Fig. 1: run 1, signal wires on met3
Scale: 4 px per um. Cells faint in the background.
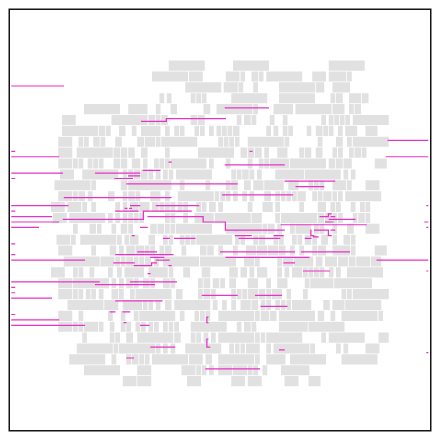
Fig. 2: run 1, layout detail
Window x 54 to 104, y 54 to 104 um. Cells in gray, sequential cells in the stronger gray; small squares are vias.
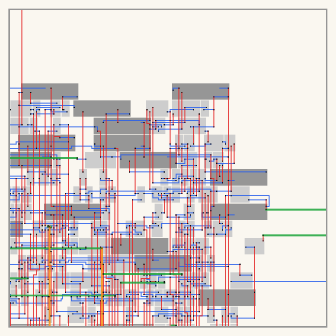
Fig. 3: run 1, clock wiring as the flow saved it
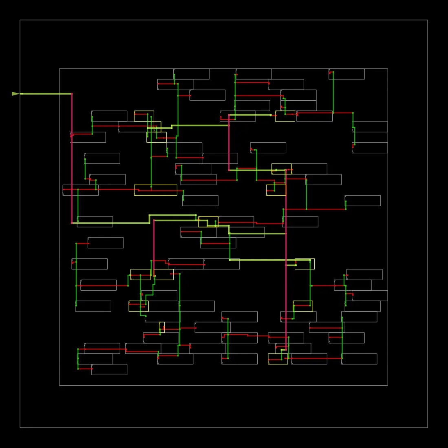
File: src/rtl/afe_serial_cfg.sv
// -----------------------------------------------------------------------------
// afe_serial_cfg
//
// Register-write sequencer for the AD9945 AFE 3-wire serial port. A rising
// edge on cfg_en snapshots the four configuration fields and cfg_mask, then
// each masked address (ascending) is written as a 14-bit word
// {11-bit zero-extended data, 3-bit address}, LSB first.
//
// Parameters:
//   CLK_DIV  SCK half-period in sys_clk cycles (>=1)
//   SL_GAP   sys_clk cycles SL stays high between words (>=1)
//
// Ports:
//   sys_clk   system clock, rising edge
//   reset     asynchronous, active-high reset
//   oper      operation register value   (address 0)
//   ctrl      control register value     (address 1)
//   clamp     clamp level                (address 2)
//   vga_gain  VGA gain                   (address 3)
//   cfg_mask  bit n set = write address n
//   cfg_en    configuration request, rising edge starts a sequence
//   cfg_busy  high from sequence start through the done cycle
//   cfg_done  one-cycle pulse at sequence completion
//   SL        serial load, low while a word is being shifted
//   SCK       serial clock, idles low
//   SDATA     serial data
// -----------------------------------------------------------------------------
module afe_serial_cfg #(
  parameter int unsigned CLK_DIV = 4,
  parameter int unsigned SL_GAP  = 4
) (
  input  logic       sys_clk,
  input  logic       reset,
  input  logic [6:0] oper,
  input  logic [6:0] ctrl,
  input  logic [7:0] clamp,
  input  logic [9:0] vga_gain,
  input  logic [3:0] cfg_mask,
  input  logic       cfg_en,
  output logic       cfg_busy,
  output logic       cfg_done,
  output logic       SL,
  output logic       SCK,
  output logic       SDATA
);

  typedef enum logic [2:0] {
    S_IDLE,
    S_LOAD,
    S_SHIFT,
    S_HOLD,
    S_GAP,
    S_DONE
  } state_t;

  localparam int unsigned CNT_MAX = (CLK_DIV > SL_GAP) ? CLK_DIV : SL_GAP;
  localparam int unsigned CW      = (CNT_MAX > 1) ? $clog2(CNT_MAX) : 1;
  localparam logic [CW-1:0] DIV_LAST = CW'(CLK_DIV - 1);
  localparam logic [CW-1:0] GAP_LAST = CW'(SL_GAP - 1);

  state_t      state;
  logic [CW-1:0] cnt;
  logic [3:0]  bit_idx;
  logic [13:0] sr;
  logic [3:0]  rem_mask;
  logic        pending;

  logic [6:0]  snap_oper;
  logic [6:0]  snap_ctrl;
  logic [7:0]  snap_clamp;
  logic [9:0]  snap_gain;

  logic        en_q;
  logic        en_prev;
  logic        rise_q;

  logic [1:0]  start_addr;
  logic [1:0]  next_addr;
  logic [13:0] start_word;
  logic [13:0] next_word;

  function automatic logic [1:0] lowest(input logic [3:0] m);
    logic [1:0] r;
    if (m[0])      r = 2'd0;
    else if (m[1]) r = 2'd1;
    else if (m[2]) r = 2'd2;
    else           r = 2'd3;
    return r;
  endfunction

  function automatic logic [13:0] make_word(input logic [1:0] addr,
                                            input logic [6:0] o,
                                            input logic [6:0] c,
                                            input logic [7:0] cl,
                                            input logic [9:0] g);
    logic [10:0] data;
    case (addr)
      2'd0:    data = {4'b0000, o};
      2'd1:    data = {4'b0000, c};
      2'd2:    data = {3'b000, cl};
      default: data = {1'b0, g};
    endcase
    return {data, 1'b0, addr};
  endfunction

  // The first word of a sequence is built from the live inputs on the same
  // edge that captures the snapshot; later words come from the snapshot.
  always_comb begin
    start_addr = lowest(cfg_mask);
    next_addr  = lowest(rem_mask);
    start_word = make_word(start_addr, oper, ctrl, clamp, vga_gain);
    next_word  = make_word(next_addr, snap_oper, snap_ctrl, snap_clamp, snap_gain);
  end

  // Request synchroniser and registered edge detect.
  always_ff @(posedge sys_clk or posedge reset) begin
    if (reset) begin
      en_q    <= 1'b0;
      en_prev <= 1'b0;
      rise_q  <= 1'b0;
    end else begin
      en_q    <= cfg_en;
      en_prev <= en_q;
      rise_q  <= en_q & ~en_prev;
    end
  end

  always_ff @(posedge sys_clk or posedge reset) begin
    if (reset) begin
      state      <= S_IDLE;
      SL         <= 1'b1;
      SCK        <= 1'b0;
      SDATA      <= 1'b0;
      cfg_busy   <= 1'b0;
      cfg_done   <= 1'b0;
      pending    <= 1'b0;
      cnt        <= '0;
      bit_idx    <= '0;
      sr         <= '0;
      rem_mask   <= '0;
      snap_oper  <= '0;
      snap_ctrl  <= '0;
      snap_clamp <= '0;
      snap_gain  <= '0;
    end else begin
      cfg_done <= 1'b0;

      case (state)
        // DONE shares the start logic with IDLE so a pending request
        // launches its sequence on the cycle right after the done pulse.
        S_IDLE, S_DONE: begin
          if (rise_q || pending) begin
            pending    <= 1'b0;
            snap_oper  <= oper;
            snap_ctrl  <= ctrl;
            snap_clamp <= clamp;
            snap_gain  <= vga_gain;
            cfg_busy   <= 1'b1;
            if (cfg_mask == '0) begin
              state    <= S_DONE;
              cfg_done <= 1'b1;
            end else begin
              state    <= S_LOAD;
              rem_mask <= cfg_mask & ~(4'b0001 << start_addr);
              sr       <= start_word;
              SL       <= 1'b0;
              SCK      <= 1'b0;
              SDATA    <= start_word[0];
            end
          end else begin
            state    <= S_IDLE;
            cfg_busy <= 1'b0;
          end
        end

        S_LOAD: begin
          state   <= S_SHIFT;
          cnt     <= '0;
          bit_idx <= '0;
        end

        S_SHIFT: begin
          if (cnt == DIV_LAST) begin
            cnt <= '0;
            if (!SCK) begin
              SCK <= 1'b1;
            end else if (bit_idx == 4'd13) begin
              state <= S_HOLD;
              SCK   <= 1'b0;
              SDATA <= 1'b0;
            end else begin
              // Falling SCK and the next data bit leave on the same edge.
              SCK     <= 1'b0;
              SDATA   <= sr[1];
              sr      <= sr >> 1;
              bit_idx <= bit_idx + 4'd1;
            end
          end else begin
            cnt <= cnt + 1'b1;
          end
        end

        S_HOLD: begin
          if (cnt == DIV_LAST) begin
            state <= S_GAP;
            cnt   <= '0;
            SL    <= 1'b1;
            SDATA <= 1'b0;
          end else begin
            cnt <= cnt + 1'b1;
          end
        end

        S_GAP: begin
          if (cnt == GAP_LAST) begin
            cnt <= '0;
            if (rem_mask != '0) begin
              state    <= S_LOAD;
              rem_mask <= rem_mask & ~(4'b0001 << next_addr);
              sr       <= next_word;
              SL       <= 1'b0;
              SDATA    <= next_word[0];
            end else begin
              state    <= S_DONE;
              cfg_done <= 1'b1;
            end
          end else begin
            cnt <= cnt + 1'b1;
          end
        end

        default: begin
          state    <= S_IDLE;
          cfg_busy <= 1'b0;
          SL       <= 1'b1;
          SCK      <= 1'b0;
          SDATA    <= 1'b0;
        end
      endcase

      // One request may queue behind a running sequence; extra ones collapse.
      if (rise_q && (state != S_IDLE) && (state != S_DONE))
        pending <= 1'b1;
    end
  end

endmodule
File: config.mk
export PLATFORM = sky130hd
export DESIGN_NAME = afe_serial_cfg
export DESIGN_NICKNAME = d
export VERILOG_FILES = /design/src/rtl/afe_serial_cfg.sv
export SDC_FILE = /design/constraint.sdc
export NUM_CORES = 1
export LEC_CHECK = 0
export ABC_AREA = 1
export ABC_CLOCK_PERIOD_IN_PS = 2150
export CAP_MARGIN = 20
export CORE_MARGIN = 10
export CORE_UTILIZATION = 50
export DETAILED_ROUTE_END_ITERATION = 8
export PLACE_DENSITY_LB_ADDON = 0.25
export SETUP_SLACK_MARGIN = 0.2
export SLEW_MARGIN = 10
export SYNTH_ARGS = -nofsm -noshare
export SYNTH_HDL_FRONTEND = slang
export SYNTH_SLANG_ARGS = --single-unit
File: constraint.sdc
create_clock -name sys_clk -period 2.15 [get_ports sys_clk]
set_input_delay 0.5375 -clock sys_clk [delete_from_list [all_inputs] [get_ports sys_clk]]
set_output_delay 0.5375 -clock sys_clk [all_outputs]
set_load 0.05 [all_outputs]
==> changes_impl.md, run 1 <==
### Metrics

* Source of the critical timing path: cfg_mask[1]
* Number of hold buffers added after cts at 0
* Setup crit start kind: primary input
* P_int at 3.51 mW
* DRT iter0 DRCs at 217
* Adder-cell share of the synthesized area at 1.04%
* Fin util at between 60% and 70%
* Post-DR vias/cell at approximately 5.3
* Sequential element share of the synthesized area at ~46%
* Worst R2R Start: state[2]
* Grt peak-use layer: met2
* Slowest cell on the critical path: clkdlybuf4s50_1
* Final setup viols at 0
* # clk buffers at 13
* Non-CTS buffers at slightly above 60
* Status: complete, no violations
* MaxCap Viol Count at 0
* Initial Util at between 50% and 60%
* Buf/Inv on CP at 2
* Max layer used: met4
* WHS at roughly 0.38 ns
* DP HPWL at between 7000 and 8000 um
* Crit path largest cell delay at about 0.53 ns
* Setup TNS at 0 ns
* Syn nets at 557
* Crit path max-delay family: simple AND/OR/NAND/NOR gates
* Fin. Hold Viols at 0
* Die area at 11000 sq um
* Relative slew slack at a little over three fifths
* Antenna diodes at 0
* Yosys cell types at 31
* Logic share of the area at between 30% and 40%
* Met1 Wirelength at around 4200 um
* Clock buffer depth at 2
* Most common cell in the netlist: nand2_1
* Switching power at 2.93 mW
* Number of flops mapped to enable cells by yosys at 0
* GRT Util Overall at between 10% and 20%
* Unrepaired setup endpoints after global routing: false
* Crit path top cell by count: nand2_1
* Die Height at about 110 um
* Dpl cell area at between 4000 and 5000 sq um
* Tot Pwr at around 6.4 mW
* Hold Path End: en_prev
* Final #Nets at ~610
* Critical path capture point type: flip-flop
* Mux share at less than 1%
* Largest net degree at the start of global routing at 34
* Placement Setup Slack at roughly 0.012 ns
* Clk root buf: clkbuf_8
* Tapcells at between 90 and 100
* Most flops, register: sr
* Ao+oa area frac at between 5 and 6%
* CTS Buf Count at 9
* Number of flip-flops in the largest register at 12
* Synth area leaders: dfrtp_1, nand2_1, nand3_1, inv_1, nor2_1
* Crit-path max FO at 4
* Placer Congestion at 0.963
* Met2 WL at 4820 um
* First-pass GRT wire length at ~17000 um
* Met3 Usage GRT at about 4.4%
* Capturing point of the worst reg2reg path: rem_mask[1]
* Tcrit/Tclk final at between 80% and 90%
* Setup ws final at between 0.3 and 0.4 ns
* DP Cell Count at roughly 650
* Cells after Synth at between 500 and 600
* Layout non-clock buf frac at a little over an eighth
* Worst path arrival time at ~2.1 ns
* Seq pwr share at roughly a third
* Gr ovfl total at 0
* Critical path class: in2reg
* Die W at 105 um
* Drt total wl at around 10000 um
* Syn. warnings at 0
* Top non-seq family: simple AND/OR/NAND/NOR gates
* Simple share at 38.6%
* P_comb at ~3.2 mW
* Achievable Freq at roughly 0.54 GHz
* Cell area after synthesis at roughly 3600 sq um
* Comb pwr share at about half
* Yosys cell count at around 520
* Met2 usage at 30.2%
* Met1 global-route usage at between 20% and 30%
* Biggest regs: sr: 12 flops, snap_gain: 10 flops, snap_clamp: 8 flops
* Post-Layout Cell Count at 666
* Cell class ranked first by area: multi-input combinational cells
* Initial antenna violation count at 0
* Hold Path Depth at 0
* Port Buffers at 43
Notes on Fig. 1 above:
- main direction: horizontal
- longest straight run: 27.6 um
- wire length on this layer: 709 um
- nets with wire on the layer: 71

Notes on Fig. 2 above:
- red: met2
- green: met3
- blue: met1
- orange: met4
- netlist names of flops here include: bit_idx (4), sr (3), snap_gain (2)
- cells with their middle in the window: 132
- sequential cells in the window: 14
- most frequent: nand2_1 (48), dfrtp_1 (14), nand3_1 (12)

Notes on Fig. 3 above:
clock distribution power: 1.10 mW
clk_lat worst skew: 0.36 ns

run 1: layout by cell type (no fill, tap or decap), drive strengths merged:
| cell type | instances |
|---|---|
| a21o | 1 |
| a21oi | 8 |
| a22o | 1 |
| buf | 19 |
| bufinv | 1 |
| clkbuf | 13 |
| clkdlybuf4s50 | 38 |
| clkinv | 2 |
| clkinvlp | 1 |
| dfrtp | 65 |
| dfstp | 1 |
| dlygate4sd2 | 4 |
| ha | 3 |
| inv | 45 |
| mux2i | 1 |
| nand2 | 233 |
| nand3 | 61 |
| nand3b | 1 |
| nand4 | 7 |
| nor2 | 34 |
| nor3 | 1 |
| o211ai | 1 |
| o21ai | 23 |
| o22ai | 1 |
| o31ai | 3 |
| xor2 | 2 |
==> run 2: changes to the inputs <==
GPL_TIMING_DRIVEN = 1   (was default)
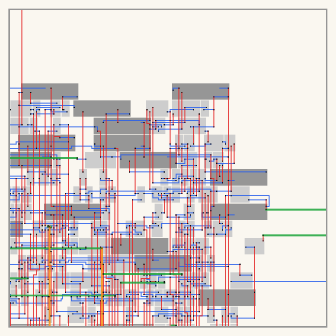
Fig. 4. Layout detail (run 2).
Window x 54 to 104, y 54 to 104 um. Cells in gray, sequential cells in the stronger gray; small squares are vias.
- red: met2
- orange: met4
- green: met3
- blue: met1
- most frequent: nand2_1 (48), dfrtp_1 (14), nand3_1 (12)
- netlist names of flops here include: bit_idx (4), sr (3), snap_gain (2)
- cells with their middle in the window: 132
- sequential cells in the window: 14

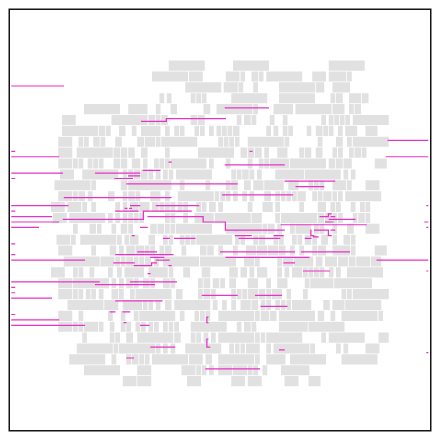
Fig. 5. Signal wires on met3 (run 2).
Scale: 4 px per um. Cells faint in the background.
- longest straight run: 27.6 um
- wire length on this layer: 709 um
- main direction: horizontal
- share of all routed wire: 7.1%
- nets with wire on the layer: 71
met3 Usage GRT: 4.42%
drt total wl: 9990 um

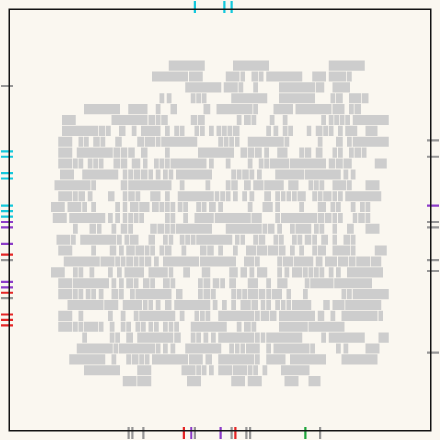
Fig. 6. Ports around the boundary (run 2).
Scale: 4 px per um. Pins as bars across the die edge, other pins in gray.
- green: cfg_en (pins 1; direction input; edge south)
- red: oper (pins 7; direction input; edge 5 west, 2 south)
- purple: clamp (pins 8; direction input; edge 5 west, 2 south, 1 east)
- cyan: vga_gain (pins 10; direction input; edge 7 west, 3 north)
- all pins by edge: 20 west, 13 south, 8 east, 3 north

==> changes_impl.md, run 2 <==
### Metrics

* Status: complete, no violations
* Post-Layout Cell Count at between 600 and 700
* Pre-antenna DRT Iters at 4
* Unrepaired setup endpoints after global routing: false
* Inverters at ~47
* Tapcells at between 90 and 100
* Sequential element share of the synthesized area at a little under half
* Cell class ranked first by area: multi-input combinational cells
* Cells after Synth at ~520
* MI comb area at between 1500 and 2000 sq um
* Pwr/cell area at 1450 nW/um^2
* Final Skew at between 0.009 and 0.01 ns
* Top cell excl fill/tap: nand2_1
* P_comb at about 3.2 mW
* Source of the critical timing path: cfg_mask[1]
* Tmin final at roughly 1.8 ns
* Top power group: combinational logic
* Clock buffer depth at 2
* Sequential power at 2.12 mW
* Met1 global-route usage at a little under a quarter
* Slowest cell on the critical path: clkdlybuf4s50_1
* Crit path top cell by count: nand2_1
* Number of hold buffers added after cts at 0
* Post-cts gate resize count at 4
* Clk_lat worst skew at 0.36 ns
* Switching power at a little under 3 mW
* Setup ws final at 0.313 ns
* DP Cell Count at 651
* Comb pwr share at about half
* Yosys stat area at roughly 3600 sq um
* Die W at 105 um
* Crit-path max FO at 4
* Syn. warnings at 0
* Seq pwr share at around 33%
* Synth area leaders: dfrtp_1, nand2_1, nand3_1, inv_1, nor2_1
* P_int at around 3.5 mW
* Tcrit/Tclk final at a little under nine tenths
* Final setup viols at 0
* Clock distribution power at around 1.1 mW
* Hold Path End: en_prev
* Data required, critical path at 2.40 ns
* Area leader share at 45.0%
* Flops at ~66
* CTS Buf Count at 9
* Post-CTS Setup Bufs at 0
* Die area at between 10000 and 15000 sq um
* Register area at 1650 sq um
* Relative slew slack at between 60 and 70%
* Vias in the first global route at about 3500
* Grt peak-use layer: met2
* Die Height at around 110 um
* Cell area after synthesis at 3610 sq um
* Fin. Hold Viols at 0
* Clock sink total at roughly 66
* Non-CTS buffers at ~60
* Dpl cell area at around 4200 sq um
* Clock buf/inv share at 4.60%
* Post-layout instance area at roughly 4400 sq um
* Worst path arrival time at between 2 and 2.5 ns
* Clock power share at approximately 17%
* Class of the worst hold path: reg2reg
* Detailed-route DRC error count at 0
* VDD IR max at about 520 uV
* Number of flip-flops in the largest register at 12
* Sequential fraction of total cell area at around 37%
* Most flops, register: sr
* R2R depth at 10
* Capturing point of the worst reg2reg path: rem_mask[1]
* Number of flops mapped to enable cells by yosys at 0
* Logic Gate Count at about 380
* Via count at about 3600
* Initial Util at between 50% and 60%
* Clk root buf: clkbuf_8
* Most common cell in the netlist: nand2_1
* MaxCap Viol Count at 0
* Worst Setup EP: rem_mask[1]
* Largest net degree at the start of global routing at 34
* Critical path class: in2reg
* Yosys cell types at 31
* Actual transition at the worst max-transition pin at approximately 0.56 ns
* Initial antenna violation count at 0
* Achievable Freq at about 0.54 GHz
* Commonest cells in the netlist: nand2_1, dfrtp_1, nand3_1
* Row cnt at 30
* Hold wc startpoint: en_q
* Clock-pin slew on the worst setup and hold paths at 0.07 ns
* GRT Util Overall at roughly 19%
* Routed length per placed instance at 15.0 um
* Tot Pwr at 6.44 mW
* Flops after synth at 66
* Placement Setup Slack at approximately 0.012 ns
* Final #Nets at between 600 and 700
* Tool Warnings at 27
* Top Layout Cells: nand2_1, dfrtp_1, nand3_1
* Layout cells sized above 1 at 9.47%
* Antenna diodes at 0
* First-pass GRT wire length at 16800 um
* Buf/Inv on CP at 2
* Logic share of the area at 37.9%
* TritonCTS clock tree: yes
* Fin util at around 64%
* Biggest regs: sr: 12 flops, snap_gain: 10 flops, snap_clamp: 8 flops
* Setup TNS at 0 ns
* Area delta synth->final at 22.7%
* Yosys top cell by area: dfrtp_1
* Main synth FF type: dfrtp_1
* Reg2Reg Setup Slack at about 0.43 ns
* Critical path capture point type: flip-flop
* Max-slew violations at 0
* Placer Congestion at 0.963
* Worst R2R Start: state[2]
* Lkg Pwr at between 2 and 2.5 nW
* DRT iter0 DRCs at approximately 220
* Post-synth ARST share at 100%
* Gr ovfl total at 0
* Switching Fraction at 45.5%
* Met2 usage at about 30%
* Post-DR vias/cell at between 5 and 6
* Core Box Area at 6910 sq um
* Layout non-clock buf frac at between 10% and 20%
* Crit path max-delay family: simple AND/OR/NAND/NOR gates
* H-tree Lvls at 3
* Critical path depth in cells at 10
* Filler cells at about 660
* Syn avg cell area at approximately 7 sq um
* Detail Route Antenna Nets at 0
* Yosys cell count at 515
* # clk buffers at 13
* Hold Path Depth at 0
* Ports at about 44
* Crit path largest cell delay at ~0.53 ns
* Crit path cell chain: clkdlybuf4s50_1 > inv_1 > nand2_1 > nor2_1 > nand2_1 > nand2_1 > nor2_1 > nand2_1 > nand2_1 > nand2_1
* WHS at roughly 0.38 ns
* Syn nets at 557
* Port Buffers at 43
* Setup crit start kind: primary input
* DP HPWL at between 7000 and 8000 um
[run 2: cell counts after synthesis]
No cell type changed its count.
[run 2: cell families after synthesis]
group | after synthesis | share of synthesized area, %
AND/OR/NAND/NOR | 337 | 38.6
buffers and inverters | 68 | 8.03
flip-flops | 66 | 45.7
AND-OR/OR-AND | 38 | 5.85
adder cells (fa/ha/maj) | 3 | 1.04
XOR/XNOR | 2 | 0.485
multiplexers | 1 | 0.277
[run 2: per-layer routing]
| layer | vias to the layer above | wire length, um |
|---|---|---|
| met5 | - | 0 |
| met4 | 0 | 297 |
| met3 | 25 | 708 |
| met2 | 144 | 4820 |
| met1 | 1665 | 4170 |
| li1 | 1718 | - |
==> run 3: changes to the inputs <==
ABC_CLOCK_PERIOD_IN_PS = 1900   (was 2150)
CORE_UTILIZATION = 56   (was 50)
clock period = 1.9 ns   (was 2.15 ns; I/O delays follow)
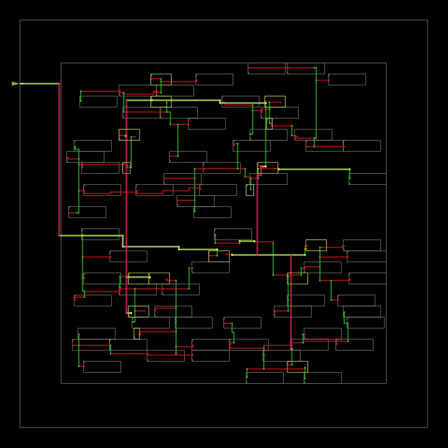
Fig. 7. Clock wiring as the flow saved it (run 3).
clock distribution power: 1.12 mW
Final Skew: 0.00545 ns
clock sink total: 66

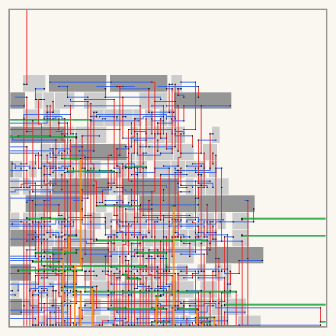
Fig. 8. Layout detail (run 3).
Window x 50 to 100, y 50 to 100 um. Cells in gray, sequential cells in the stronger gray; small squares are vias.
- red: met2
- orange: met4
- blue: met1
- green: met3
- cells with their middle in the window: 163
- sequential cells in the window: 12
- netlist names of flops here include: bit_idx (4), sr (3), state (2)
- most frequent: nand2_1 (50)

==> changes_impl.md, run 3 <==
### Metrics

* Status: complete, no violations
* Top cell excl fill/tap: nand2_1
* Biggest regs: sr: 12 flops, snap_gain: 10 flops, snap_clamp: 8 flops
* Adder-cell share of the synthesized area at 1.04%
* Top non-seq family: simple AND/OR/NAND/NOR gates
* Capturing point of the worst reg2reg path: sr[11]
* Sequential element share of the synthesized area at a little under half
* H-tree Lvls at 3
* Layout non-clock buf frac at around 15%
* Max-slew violations at 0
* Tcrit/Tclk final at a little under 90%
* Yosys top cell by area: dfrtp_1
* Layout cells sized above 1 at 14.6%
* Reg2Reg Setup Slack at 0.26 ns
* DP Cell Count at 637
* Syn nets at 557
* Port Buffers at approximately 43
* Initial antenna violation count at 0
* Post-synth ARST share at 100%
* Flops after synth at about 66
* Most flops, register: sr
* Number of flip-flops in the largest register at 12
* Critical path class: in2reg
* Lkg Pwr at 2.42 nW
* P_comb at ~4 mW
* Top power group: combinational logic
* Tot Pwr at about 7.6 mW
* Gr ovfl total at 0
* Source of the critical timing path: cfg_mask[2]
* Yosys stat area at roughly 3600 sq um
* Core Box Area at roughly 6300 sq um
* WHS at about 0.38 ns
* Flops at about 66
* Ao+oa area frac at between 5 and 6%
* Hold Path End: en_prev
* Via count at roughly 3700
* MaxCap Viol Count at 0
* Detail Route Antenna Nets at 0
* Worst path arrival time at approximately 1.9 ns
* Switching power at 3.49 mW
* DR WL met3 at 830 um
* VDD IR max at ~1000 uV
* Clock-pin slew on the worst setup and hold paths at around 0.07 ns
* Inverters at about 47
* Comb pwr share at 53.4%
* Pwr/cell area at approximately 1700 nW/um^2
* Clk_lat worst skew at 0.35 ns
* MI comb area at around 1700 sq um
* Crit path max-delay family: buffers and inverters
* Commonest cells in the netlist: nand2_1, dfrtp_1, nand3_1
* Die W at around 100 um
* Unrepaired setup endpoints after global routing: true
* Crit path cell chain: clkdlybuf4s50_1 > inv_1 > nand2_1 > nor2_2 > o21ai_1 > nand2_2 > nor2_4 > buf_12 > nand2_1 > nand2_1
* R2R depth at 7
* CTS Buf Count at 9
* Mux share at 0.277%
* Yosys cell types at 31
* Pre-antenna DRT Iters at 7
* Met1 Wirelength at approximately 4100 um
* Clk root buf: clkbuf_8
* Logic share of the area at between 30% and 40%
* TritonCTS clock tree: yes
* Largest net degree at the start of global routing at 67
* Crit path largest cell delay at 0.51 ns
* Drt total wl at 10500 um
* Die area at around 10000 sq um
* Clock buffer depth at 2
* Tmin final at between 1.5 and 2 ns
* Slowest cell on the critical path: clkdlybuf4s50_1
* DRT iter0 DRCs at between 200 and 300
* Class of the worst hold path: reg2reg
* Crit path top cell by count: nand2_1
* Antenna diodes at 0
* Syn. warnings at 0
* Final setup viols at 0
* Fin util at a little under three quarters
* Switching Fraction at 46.1%
* GRT Util Overall at 20.7%
* Critical path depth in cells at 10
* DP HPWL at 7340 um
* Most common cell in the netlist: nand2_1
* Sequential fraction of total cell area at a little over a third
* Initial Util at between 50% and 60%
* Worst R2R Start: rem_mask[2]
* Non-CTS buffers at 73
* Seq pwr share at about a third
* Filler cells at 515
* Row cnt at 29
* Crit-path max FO at 12
* Clock power share at around 15%
* Buf/Inv on CP at 3
* Tapcells at ~77
* Ports at 44
* Simple share at 38.6%
* Vias in the first global route at between 3000 and 4000
* Post-layout instance area at between 4000 and 5000 sq um
* Detailed-route DRC error count at 0
* Dpl cell area at between 4000 and 5000 sq um
* Synth area leaders: dfrtp_1, nand2_1, nand3_1, inv_1, nor2_1
* Main synth FF type: dfrtp_1
* First-pass GRT wire length at 16800 um
* Tool Warnings at 28
* Relative slew slack at between 60% and 70%
* Setup TNS at 0 ns
* Post-DR vias/cell at roughly 5.6
* Top Layout Cells: nand2_1, dfrtp_1, nand3_1
* Synth Area in XOR/XNOR at less than 1%
* P_int at between 4 and 5 mW
* Register area at about 1700 sq um
* Area leader share at around 45%
* Syn avg cell area at 7.02 sq um
* Die Height at around 100 um
* # clk buffers at 14
* Setup ws final at between 0.2 and 0.25 ns
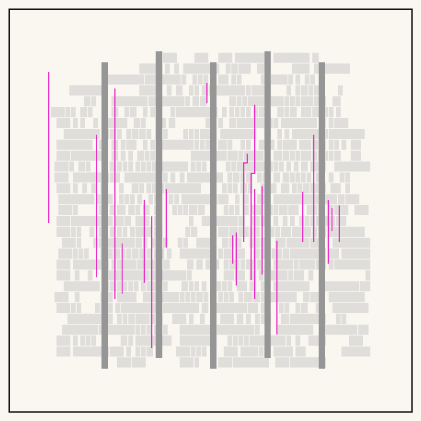
Fig. 9. Met4 routing (run 3).
Scale: 4 px per um. Supply wires on this layer in gray. Cells faint in the background.
- wire length on this layer: 437 um
- nets with wire on the layer: 18
- longest straight run: 52.4 um
- main direction: vertical
- share of all routed wire: 4.2%

## run 3: cell count changes in the layout (fill, tap and decap cells not counted), moves of 3 or more
| cell | change |
|---|---|
| nor2_4 | +3 |
| nor2_2 | +3 |
| nand2_1 | -5 |
| dlygate4sd2_1 | -4 |
| nand2_2 | +6 |
| nor2_1 | -6 |
| buf_4 | +16 |
## run 3: metal layers
layer	vias up	track usage (%)
met5	-	0
met4	0	11.4
met3	42	4.40
met2	181	33.4
met1	1723	25.3
li1	1746	-
## run 3: repair_timing
| item | CTS | global route |
|---|---|---|
| pin swaps | 1 | 3 |
| setup buffers | 0 | 7 |
| gates resized | 5 | 24 |
| hold buffers | 0 | 0 |
| gates cloned | 1 | 0 |
| endpoints found under the setup margin | 13 | 31 |
Power is estimated from default activity; no workload was simulated.
